<file path="src/rtl/dct_pkg.sv">
// Shared definitions for the DCT transpose buffer controller.
//  - DCT_N      : rows per block = columns per block (power of two)
//  - DCT_CNT_W  : width of row/column counters, log2(DCT_N)
//  - DCT_PIX_W  : pixel width used by the surrounding datapath
//  - bank_t     : index of one of the two ping-pong banks
//  - bank_onehot: converts a bank index into a per-bank strobe vector
package dct_pkg;

  localparam int DCT_N     = 8;
  localparam int DCT_CNT_W = 3;
  localparam int DCT_PIX_W = 12;

  typedef logic bank_t;

  function automatic logic [1:0] bank_onehot(input bank_t bank);
    logic [1:0] strobe;
    case (bank)
      1'b0:    strobe = 2'b01;
      1'b1:    strobe = 2'b10;
      default: strobe = 2'b00;
    endcase
    return strobe;
  endfunction

endpackage

</file>
<file path="src/rtl/dct_blk_counter.sv">
// Wrap counter with terminal-count flag, used for the row (write) and
// column (read) positions inside a block.
//  i_clk  : clock
//  i_rst  : synchronous reset, active-high
//  i_clr  : synchronous clear (flush), same effect as reset
//  i_inc  : advance by one; wraps to 0 after MAX
//  o_cnt  : current count
//  o_tc   : count equals MAX (an increment now wraps)
module dct_blk_counter #(
  parameter int W   = 3,
  parameter int MAX = 7
) (
  input  logic         i_clk,
  input  logic         i_rst,
  input  logic         i_clr,
  input  logic         i_inc,
  output logic [W-1:0] o_cnt,
  output logic         o_tc
);

  logic [W-1:0] cnt_d;
  logic [W-1:0] cnt_q;

  assign o_tc  = (cnt_q == W'(MAX));
  assign o_cnt = cnt_q;

  // Next count: clear wins, otherwise increment with wrap at MAX.
  always_comb begin
    cnt_d = cnt_q;
    if (i_clr) begin
      cnt_d = {W{1'b0}};
    end else if (i_inc) begin
      cnt_d = o_tc ? {W{1'b0}} : cnt_q + W'(1);
    end else begin
      cnt_d = cnt_q;
    end
  end

  // Count register with synchronous reset.
  always_ff @(posedge i_clk) begin
    if (i_rst) begin
      cnt_q <= {W{1'b0}};
    end else begin
      cnt_q <= cnt_d;
    end
  end

endmodule

</file>
<file path="src/rtl/dct_tpose_ctrl.sv">
// Sequencer for a ping-pong pair of 8x8 DCT transpose line buffers.
// Rows from the row-DCT stage are written into the bank being filled while
// columns are read from the opposite (full) bank, one of each per cycle.
//  i_clk, i_rst     : clock, synchronous active-high reset
//  i_flush          : abort in-flight blocks (reset state, block count kept)
//  i_row_valid      : upstream row valid     / o_row_ready : row accepted
//  o_wr, o_wr_row   : per-bank write strobe and row index
//  o_rd, o_rd_sel   : per-bank read strobe and column-mux select
//  o_col_valid      : column valid           / i_col_ready : column accepted
//  o_col_idx        : column index presented / o_last_col  : it is column N-1
//  o_blk_done       : registered pulse after the last column of a block
//  o_blk_cnt        : completed blocks, wraps
//  o_buf_rst_n      : active-low buffer pointer reset (combinational)
module dct_tpose_ctrl
  import dct_pkg::*;
#(
  parameter int N     = DCT_N,
  parameter int CNT_W = DCT_CNT_W,
  parameter int BLK_W = 16
) (
  input  logic             i_clk,
  input  logic             i_rst,
  input  logic             i_flush,
  input  logic             i_row_valid,
  output logic             o_row_ready,
  output logic [1:0]       o_wr,
  output logic [CNT_W-1:0] o_wr_row,
  output logic [1:0]       o_rd,
  output logic             o_rd_sel,
  output logic             o_col_valid,
  input  logic             i_col_ready,
  output logic [CNT_W-1:0] o_col_idx,
  output logic             o_last_col,
  output logic             o_blk_done,
  output logic [BLK_W-1:0] o_blk_cnt,
  output logic             o_buf_rst_n
);

  logic [1:0]       full_d,     full_q;
  bank_t            wr_bank_d,  wr_bank_q;
  bank_t            rd_bank_d,  rd_bank_q;
  logic             blk_done_d, blk_done_q;
  logic [BLK_W-1:0] blk_cnt_d,  blk_cnt_q;

  logic             abort;
  logic             wr_fire, rd_fire;
  logic             wr_tc, rd_tc;
  logic             wr_wrap, rd_wrap;
  logic [CNT_W-1:0] wr_cnt, rd_cnt;

  // Handshakes; reset or flush drops any transfer presented this cycle.
  always_comb begin
    abort       = i_rst | i_flush;
    o_row_ready = ~full_q[wr_bank_q];
    o_col_valid = full_q[rd_bank_q];
    wr_fire     = i_row_valid & o_row_ready & ~abort;
    rd_fire     = o_col_valid & i_col_ready & ~abort;
    wr_wrap     = wr_fire & wr_tc;
    rd_wrap     = rd_fire & rd_tc;
    o_wr        = wr_fire ? bank_onehot(wr_bank_q) : 2'b00;
    o_rd        = rd_fire ? bank_onehot(rd_bank_q) : 2'b00;
  end

  dct_blk_counter #(.W(CNT_W), .MAX(N - 1)) u_wr_cnt (
    .i_clk (i_clk),
    .i_rst (i_rst),
    .i_clr (i_flush),
    .i_inc (wr_fire),
    .o_cnt (wr_cnt),
    .o_tc  (wr_tc)
  );

  dct_blk_counter #(.W(CNT_W), .MAX(N - 1)) u_rd_cnt (
    .i_clk (i_clk),
    .i_rst (i_rst),
    .i_clr (i_flush),
    .i_inc (rd_fire),
    .o_cnt (rd_cnt),
    .o_tc  (rd_tc)
  );

  // Bank bookkeeping. Filling one bank and draining the other can finish in
  // the same cycle; they touch different full bits so both updates apply.
  always_comb begin
    full_d     = full_q;
    wr_bank_d  = wr_bank_q;
    rd_bank_d  = rd_bank_q;
    blk_done_d = 1'b0;
    blk_cnt_d  = blk_cnt_q;
    if (i_flush) begin
      full_d     = 2'b00;
      wr_bank_d  = 1'b0;
      rd_bank_d  = 1'b0;
      blk_done_d = 1'b0;
      blk_cnt_d  = blk_cnt_q;
    end else begin
      if (wr_wrap) begin
        full_d[wr_bank_q] = 1'b1;
        wr_bank_d         = ~wr_bank_q;
      end else begin
        wr_bank_d = wr_bank_q;
      end
      if (rd_wrap) begin
        full_d[rd_bank_q] = 1'b0;
        rd_bank_d         = ~rd_bank_q;
      end else begin
        rd_bank_d = rd_bank_q;
      end
      blk_done_d = rd_wrap;
      blk_cnt_d  = blk_cnt_q + BLK_W'(rd_wrap);
    end
  end

  // State registers with synchronous reset.
  always_ff @(posedge i_clk) begin
    if (i_rst) begin
      full_q     <= 2'b00;
      wr_bank_q  <= 1'b0;
      rd_bank_q  <= 1'b0;
      blk_done_q <= 1'b0;
      blk_cnt_q  <= {BLK_W{1'b0}};
    end else begin
      full_q     <= full_d;
      wr_bank_q  <= wr_bank_d;
      rd_bank_q  <= rd_bank_d;
      blk_done_q <= blk_done_d;
      blk_cnt_q  <= blk_cnt_d;
    end
  end

  assign o_wr_row    = wr_cnt;
  assign o_col_idx   = rd_cnt;
  assign o_last_col  = rd_tc;
  assign o_rd_sel    = rd_bank_q;
  assign o_blk_done  = blk_done_q;
  assign o_blk_cnt   = blk_cnt_q;
  assign o_buf_rst_n = ~abort;

endmodule
</file>
<file path="config.mk">
export PLATFORM = sky130hd
export DESIGN_NAME = dct_tpose_ctrl
export DESIGN_NICKNAME = d
export VERILOG_FILES = /design/src/rtl/dct_pkg.sv /design/src/rtl/dct_blk_counter.sv /design/src/rtl/dct_tpose_ctrl.sv
export SDC_FILE = /design/constraint.sdc
export NUM_CORES = 1
export LEC_CHECK = 0
export CAP_MARGIN = 20
export CORE_ASPECT_RATIO = 0.8
export CORE_MARGIN = 3
export CORE_UTILIZATION = 41
export DETAILED_ROUTE_END_ITERATION = 8
export GPL_TIMING_DRIVEN = 0
export MAX_ROUTING_LAYER = met4
export PLACE_DENSITY_LB_ADDON = 0.08
export SLEW_MARGIN = 20
export SYNTH_ARGS = -nofsm -noshare
export SYNTH_HDL_FRONTEND = slang
export SYNTH_SLANG_ARGS = --single-unit
</file>
<file path="constraint.sdc">
create_clock -name i_clk -period 2.63 [get_ports i_clk]
set_input_delay 0.526 -clock i_clk [delete_from_list [all_inputs] [get_ports i_clk]]
set_output_delay 0.526 -clock i_clk [all_outputs]
set_load 0.01 [all_outputs]
</file>
### Clock nets, run 1

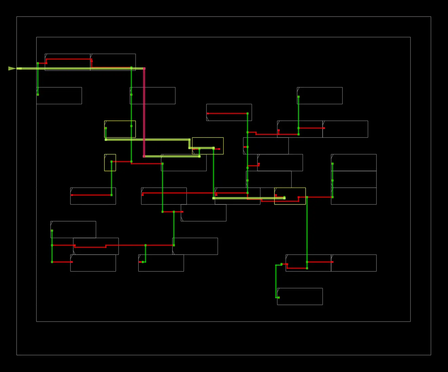
flop count: 27
power of the clock network: 0.231 mW
Setup Skew: 0.00254 ns
clock buffer count: 3
number of CTS-inserted buffers: 3

### Ports around the boundary, run 1

Drawn at 6 px/um. Pins as bars across the die edge, other pins in gray.
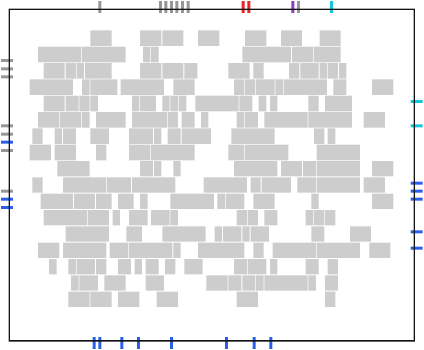
color	port	pins	direction	edge
blue	o_blk_cnt	16	output	8 bottom, 5 right, 3 left
cyan	o_wr_row	3	output	2 right, 1 top
red	o_wr	2	output	top
purple	o_row_ready	1	output	top

==> deck_impl_summary.md, run 1 <==
Synthesis and Place & Route Summary

Run status
  • Status: finished clean

Cells and area
  • Final Non-Filler Cells: 217
  • FF/Latch Area: 541 sq um
  • Area growth syn-to-layout: 39.5%
  • Post-route standard cell area excluding fillers: 1720 sq um
  • Fillcell total: 273
  • Number of flip-flops in the largest register: 16
  • Final core utilization: 0.612
  • Number of inserted diodes: 0
  • Commonest cells after routing, fill and taps aside: sky130_fd_sc_hd__clkdlybuf4s50_1 (33), sky130_fd_sc_hd__dfxtp_1 (27), sky130_fd_sc_hd__nor2_1 (20)
  • Fraction of layout cells with a size suffix above 1: 0.101

Drt
  • Top Metal Used: met4
  • Remaining number of nets flagged by the antenna check after routing: 0
  • Drt first pass iters: 4
  • Total DRC errors in the routed layout: 0
  • Vias per Instance: 5.25
  • Total wirelength of the detailed-routed design: 2.79 mm
  • Met2 WL post-DR: 1.30 mm

Timing
  • Setup Viol. Count Final: 0
  • Total negative setup slack: 0 ns
  • Peak clock frequency supported by timing: 399 MHz
  • Slew Limit Headroom: 0.696
  • Tcrit/Tclk final: 0.954
  • Transition time of the tightest slew-check pin: 0.456 ns
  • Unrepaired setup endpoints after global routing: false
  • Worst hold slack across all endpoints: 0.479 ns
  • Number of slew-limit violations in the final report: 0
  • Post-layout worst setup margin: 0.121 ns

Setup path
  • Path type of the worst setup path: in2out
  • Crit. End Element: output port
  • Cells along the critical path: clkdlybuf4s50_1 -> nand2_1 -> nor3_1 -> clkdlybuf4s50_1
  • Required time worst endpoint: 2.10 ns
  • Max Fanout on Critical Path: 6
  • Gate family responsible for the most delay along the worst path: buffers and inverters
  • Most Frequent Cell on Critical Path: sky130_fd_sc_hd__clkdlybuf4s50_1

Floorplan
  • Fp util: 0.439
  • I/O pins: 37
  • Die area: 3700 sq um
  • Die height: 55.0 um
  • Number of standard-cell rows in the floorplan: 17

CTS
  • Sink Count: 27
  • Clock latency of the later-clocked register in the worst-skew pair: 0.27 ns
  • Count of buffers added by post-CTS timing repair for setup: 3
  • Root buf cell: sky130_fd_sc_hd__clkbuf_8
  • H-tree levels: 1

Yosys
  • Number of nets produced by synthesis: 149
  • Syn avg cell area: 8.92 sq um
  • Top cells by instance count after synthesis: sky130_fd_sc_hd__dfxtp_1 (27), sky130_fd_sc_hd__nor2_1 (20), sky130_fd_sc_hd__nand2_1 (15)
  • Proportion of synthesized chip area in sequential cells: 0.439
  • FA/HA/MAJ Cells, Area Fraction: 0.0610
  • Gate count after technology mapping: 138
  • Number of synthesized register bits: 27
  • Proportion of netlist area held by the largest area contributor: 0.439
  • Leading register cell type out of synthesis: sky130_fd_sc_hd__dfxtp_1
  • Summed standard-cell area reported by yosys: 1230 sq um
  • Post-synth area hogs: sky130_fd_sc_hd__dfxtp_1 (44%), sky130_fd_sc_hd__ha_1 (6.1%), sky130_fd_sc_hd__nor2_1 (6.1%)
  • Fraction of synthesized cell area in xor and xnor cells: 0.0783
  • Area fraction in mux cells: 0.0325
  • Synth warnings: 0
  • Post-Syn Area: 1230 sq um
  • Share of async-settable or async-resettable flops after synthesis: 0

Power
  • Leading power group: registers
  • Power density of the placed cells: 390 nW/um^2
  • Part of the power in registers: 0.613
  • Reported leakage power: 0.669 nW
  • Largest vdd supply drop: 0.334 mV
  • Sequential power: 0.410 mW
  • Internal power contribution: 0.527 mW
  • Switching share of total power: 0.212

Placement
  • Final GP Congestion: 0.741
  • Setup WS pre-CTS: -0.665 ns
  • Post-Place Cell Area: 1630 sq um

Global route
  • Overflow left after global routing: 0
  • Met1 global-route usage: 0.219
  • Maximum number of pins on one net before global-route repair: 16
  • Most used routing layer in global routing: met2
  • Met3 demand-to-capacity share in global routing: 0.0525
  • Antenna violations before repair: 0
  • Global-route wire length before repair: 4.75 mm

Flow run
  • Number of warning messages in the logs: 26
### Clock distribution, run 1

Drawn at 8 px/um.
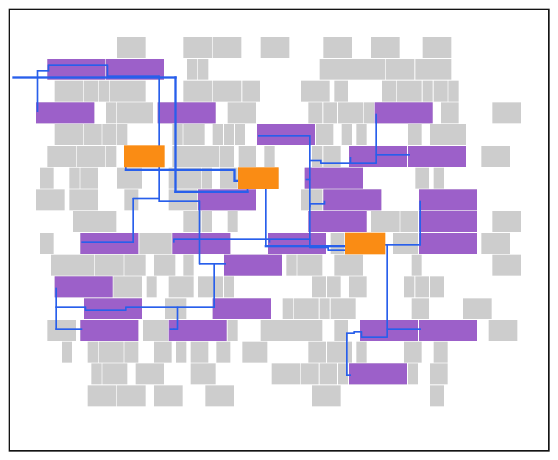
[purple] flip-flops | count: 27
[blue] clock wires | length: 304 um
[orange] clock drivers | count: 3
routed clock nets	4

==> run 1: worst paths after layout <==
kind | start | endpoint | slack, ns | cells after the start
worst max-delay path | i_row_valid | o_wr[0] | 0.12 | 4
worst min-delay path | u_wr_cnt.o_cnt[2] | u_wr_cnt.o_cnt[2] | 0.48 | 2
worst max register to register | u_rd_cnt.o_cnt[0] | o_blk_cnt[14] | 0.34 | 9
worst min register to register | u_wr_cnt.o_cnt[2] | u_wr_cnt.o_cnt[2] | 0.48 | 2
==> run 1: cell type report <==
type | instances | area share
multi-input cells | 105 | 0.403
flip-flops and latches | 27 | 0.315
repair buffers | 38 | 0.213
well taps | 38 | 0.0277
clock buffers | 3 | 0.0240
plain buffers | 3 | 0.00947
inverters | 2 | 0.00437
clock inverters | 1 | 0.00291
### Logic cells by family, run 1

Drawn at 6 px/um.
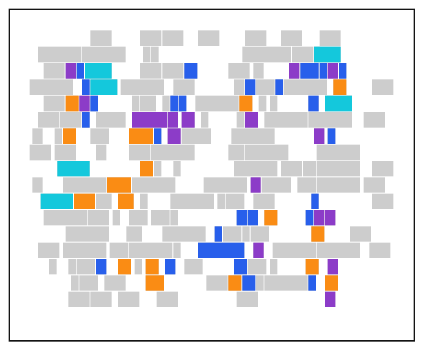

==> run 2: changes to the inputs <==
CORE_MARGIN = unset   (was 3)
CORE_UTILIZATION = 46   (was 41)
clock period = 2.6 ns   (was 2.63 ns; I/O delays follow)
### Logic cells by family, run 2

Drawn at 6 px/um.
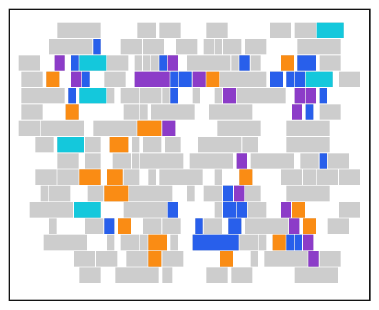
color	family	cells
orange	AND and OR gates	17
purple	inverting AOI/OAI gates	16
blue	NAND gates	26
cyan	adder and majority cells	6

==> run 2 against run 1 <==
  * Sequential cell count did not move
  * Setup slack barely moved
  * Hold slack got worse by 0.0089 ns
  * Clock power fell by about 20%
  * Routed wire length fell by 8.6%
  * First-iteration DRC count fell by 33%
  * Combinational power rose by 4%
  * Critical endpoint is now o_blk_cnt[14]
  * Highest routed layer unchanged
==> deck_impl_summary.md, run 2 <==
Synthesis and Place & Route Summary

Run status
  • Status: finished clean

Cells and area
  • Clock buffer count: 3 (unchanged)
  • Non-clock buffer count in the final layout: 41 (unchanged)
  • Number of inserted diodes: 0 (unchanged)
  • Fraction of layout cells with a size suffix above 1: 0.0950 (-0.00559)
  • Fraction of standard cell area that is sequential: 0.318 (+0.00351)
  • Nonclk inv count: 2 (unchanged)
  • FF/Latch Area: 542 sq um (+0.23%)
  • Area growth syn-to-layout: 38.3%
  • NumNets Final: 191
  • Fraction of area in clock buffers and inverters: 0.0176 (-0.00931)
  • Max-area cell class: multi-input combinational cells
  • Number of flip-flops in the largest register: 16 (unchanged)
  • Number of combinational gates with multiple inputs: 105 (unchanged)
  • Commonest cells after routing, fill and taps aside: sky130_fd_sc_hd__clkdlybuf4s50_1 (32), sky130_fd_sc_hd__dfxtp_1 (26), sky130_fd_sc_hd__nor2_1 (20)
  • Share of final layout cell area taken by non-clock buffers: 0.226 (+0.00344)
  • Post-route standard cell area excluding fillers: 1700 sq um (-0.87%)
  • Final Non-Filler Cells: 215 (-0.92%)
  • Fraction of area in multi-input gates: 0.407 (+0.00356)
  • Fillcell total: 220 (-19%)
  • Flop count: 27 (unchanged)
  • Most frequent logic cell in the layout: sky130_fd_sc_hd__clkdlybuf4s50_1
  • Final core utilization: 0.686 (+0.0741)

Timing
  • Setup Skew: 0.00594 ns (+0.00341 ns)
  • Setup Viol. Count Final: 0 (unchanged)
  • Worst hold slack across all endpoints: 0.470 ns (-0.00888 ns)
  • Number of slew-limit violations in the final report: 0 (unchanged)
  • Slew Limit Headroom: 0.724 (+0.0280)
  • Final Hold Viols: 0
  • Unrepaired setup endpoints after global routing: false
  • Tcrit/Tclk final: 0.953
  • Total negative setup slack: 0 ns (unchanged)
  • Peak clock frequency supported by timing: 403 MHz
  • Final Critical Period: 2.48 ns
  • Transition time of the tightest slew-check pin: 0.414 ns (-0.0420 ns)
  • Post-layout worst setup margin: 0.121 ns (+0.000468 ns)

Setup path
  • Path type of the worst setup path: in2reg
  • Required time worst endpoint: 2.87 ns (+0.77 ns)
  • Gate family responsible for the most delay along the worst path: simple AND/OR/NAND/NOR gates
  • Capturing element of the worst setup path: o_blk_cnt[14]
  • Crit. End Element: register
  • Max Fanout on Critical Path: 7 (+1)
  • Cells along the critical path: dlygate4sd2_1 -> or3b_4 -> a21oi_4 -> and2_1 -> ha_1 -> ha_1 -> and4b_2 -> nand4_4 -> or3_1 -> a21oi_1
  • Source of the worst register-to-register timing path: u_rd_cnt.o_cnt[0]
  • Instance count on the critical path: 10 (+6)
  • Biggest cell delay along the critical path: 0.45 ns
  • CP Buf/Inv Count: 1
  • Arrival time of data at the critical path endpoint: 2.75 ns
  • Most Frequent Cell on Critical Path: sky130_fd_sc_hd__ha_1
  • Worst reg2reg path endpoint: o_blk_cnt[6]
  • Worst setup path start: i_flush
  • Internal reg-to-reg setup slack: 0.35 ns (about the same)
  • Worst r2r path cells: 10 (+1)

Power
  • Internal power contribution: 0.487 mW (-7.7%)
  • Combinational fraction of design power: 0.047
  • Largest vdd supply drop: 0.291 mV (-13%)
  • Switching share of total power: 0.227 (+0.0151)
  • Sw power: 0.143 mW
  • Part of the power in registers: 0.661 (+0.048)
  • Reported leakage power: 0.671 nW (+0.33%)
  • Power density of the placed cells: 370 nW/um^2 (-5.1%)
  • Power, Total: 0.629 mW

Floorplan
  • Fp util: 0.496 (+0.0575)
  • Die area: 2890 sq um (-22%)
  • Taps Inserted: 36 (-5.3%)
  • Die height: 48.3 um (-12%)
  • Number of standard-cell rows in the floorplan: 16 (-1)
  • I/O pins: 37 (unchanged)
  • Overall die width: 59.8 um

Drt
  • Sum of routed wire segments on met1: 1.20 mm
  • Routed met3 length: 92 um
  • 1st-iter DRT viols: 29
  • Met2 WL post-DR: 1.24 mm (-3.9%)
  • Remaining number of nets flagged by the antenna check after routing: 0 (unchanged)
  • Total DRC errors in the routed layout: 0 (unchanged)
  • Drt first pass iters: 6 (+2)
  • Total wirelength of the detailed-routed design: 2.55 mm (-8.6%)
  • Total vias in the final route: 1127
  • Top Metal Used: met4
  • Vias per Instance: 5.24 (-0.13%)

Yosys
  • Largest area contributor in the synthesized netlist: sky130_fd_sc_hd__dfxtp_1
  • Share of async-settable or async-resettable flops after synthesis: 0 (unchanged)
  • Leading register cell type out of synthesis: sky130_fd_sc_hd__dfxtp_1
  • Proportion of synthesized chip area in sequential cells: 0.439 (unchanged)
  • Distinct lib cells: 33
  • Gate count after technology mapping: 138 (unchanged)
  • Post-synth area hogs: sky130_fd_sc_hd__dfxtp_1 (44%), sky130_fd_sc_hd__ha_1 (6.1%), sky130_fd_sc_hd__nor2_1 (6.1%)
  • Area fraction in mux cells: 0.0325 (unchanged)
  • Number of synthesized register bits: 27 (unchanged)
  • Top cells by instance count after synthesis: sky130_fd_sc_hd__dfxtp_1 (27), sky130_fd_sc_hd__nor2_1 (20), sky130_fd_sc_hd__nand2_1 (15)
  • Synth warnings: 0 (unchanged)
  • Fraction of synthesized cell area in xor and xnor cells: 0.0783 (unchanged)
  • Syn avg cell area: 8.92 sq um (unchanged)
  • Summed standard-cell area reported by yosys: 1230 sq um (unchanged)
  • Proportion of netlist area held by the largest area contributor: 0.439 (unchanged)
  • Post-Syn Area: 1230 sq um (unchanged)
  • Number of nets produced by synthesis: 149 (unchanged)
  • FA/HA/MAJ Cells, Area Fraction: 0.0610 (unchanged)
  • Compound-gate portion of the synthesized area: 0.0925

Flow run
  • Number of warning messages in the logs: 26 (unchanged)
  • Max cap viols: 0

CTS
  • Number of CTS-inserted buffers: 3 (unchanged)
  • Clock-pin slew of the registers on the worst-case setup and hold paths: 0.15 ns
  • H-tree levels: 1 (unchanged)
  • Root buf cell: sky130_fd_sc_hd__clkbuf_4
  • Clock latency of the later-clocked register in the worst-skew pair: 0.32 ns (+0.05 ns)
  • Sink Count: 27 (unchanged)
  • Clk buf depth: 2
  • Cts-stage hold buffer count: 0

Global route
  • Via count of the first global-routing pass: 957
  • Global Route met2 Usage: 0.331
  • Maximum number of pins on one net before global-route repair: 17 (+1)
  • Met1 global-route usage: 0.264 (+0.0456)
  • Met3 demand-to-capacity share in global routing: 0.0557 (+0.00318)
  • Most used routing layer in global routing: met2
  • Global-route wire length before repair: 4.22 mm (-11%)
  • Antenna violations before repair: 0 (unchanged)
  • Overflow left after global routing: 0 (unchanged)

Placement
  • Quantity of I/O buffers inserted on ports: 35
  • Final GP Congestion: 0.721 (-2.7%)
  • Setup WS pre-CTS: -0.650 ns (+0.0145 ns)
  • Post-Place Cell Area: 1630 sq um (-0.15%)
  • Number of placed instances, taps included: 209

Worst hold path
  • Origin of the worst min-delay path: i_rst
  • Worst min-delay path endpoint: o_blk_cnt[12]
  • Number of cells traversed by the worst hold path: 2 (unchanged)
## run 2: cell counts after synthesis
Identical to the previous run, type by type.
## run 2: power groups by stage
stage	Sequential, mW	Combinational [mW]	Clock [mW]
2_1_floorplan	0.425	0.0144	0
5_1_grt	0.416	0.0329	0.212
6_report	0.416	0.0297	0.184
3_3_place_gp	0.425	0.0297	0
3_5_place_dp	0.425	0.0306	0
4_1_cts	0.416	0.0290	0.192
## run 2: kinds of logic after synthesis
kind of cell,after synthesis
AND-OR/OR-AND,18
XOR/XNOR,11
adder cells (fa/ha/maj),6
buffers and inverters,6
flip-flops,27
multiplexers,4
AND/OR/NAND/NOR,66
## run 2: timing repair
| item | in CTS | in global routing |
|---|---|---|
| resized | 6 | 4 |
| pin swaps | 0 | 0 |
| setup endpoints to repair | 11 | 3 |
| setup buffers | 2 | 1 |
Power and IR drop assume default switching activity.
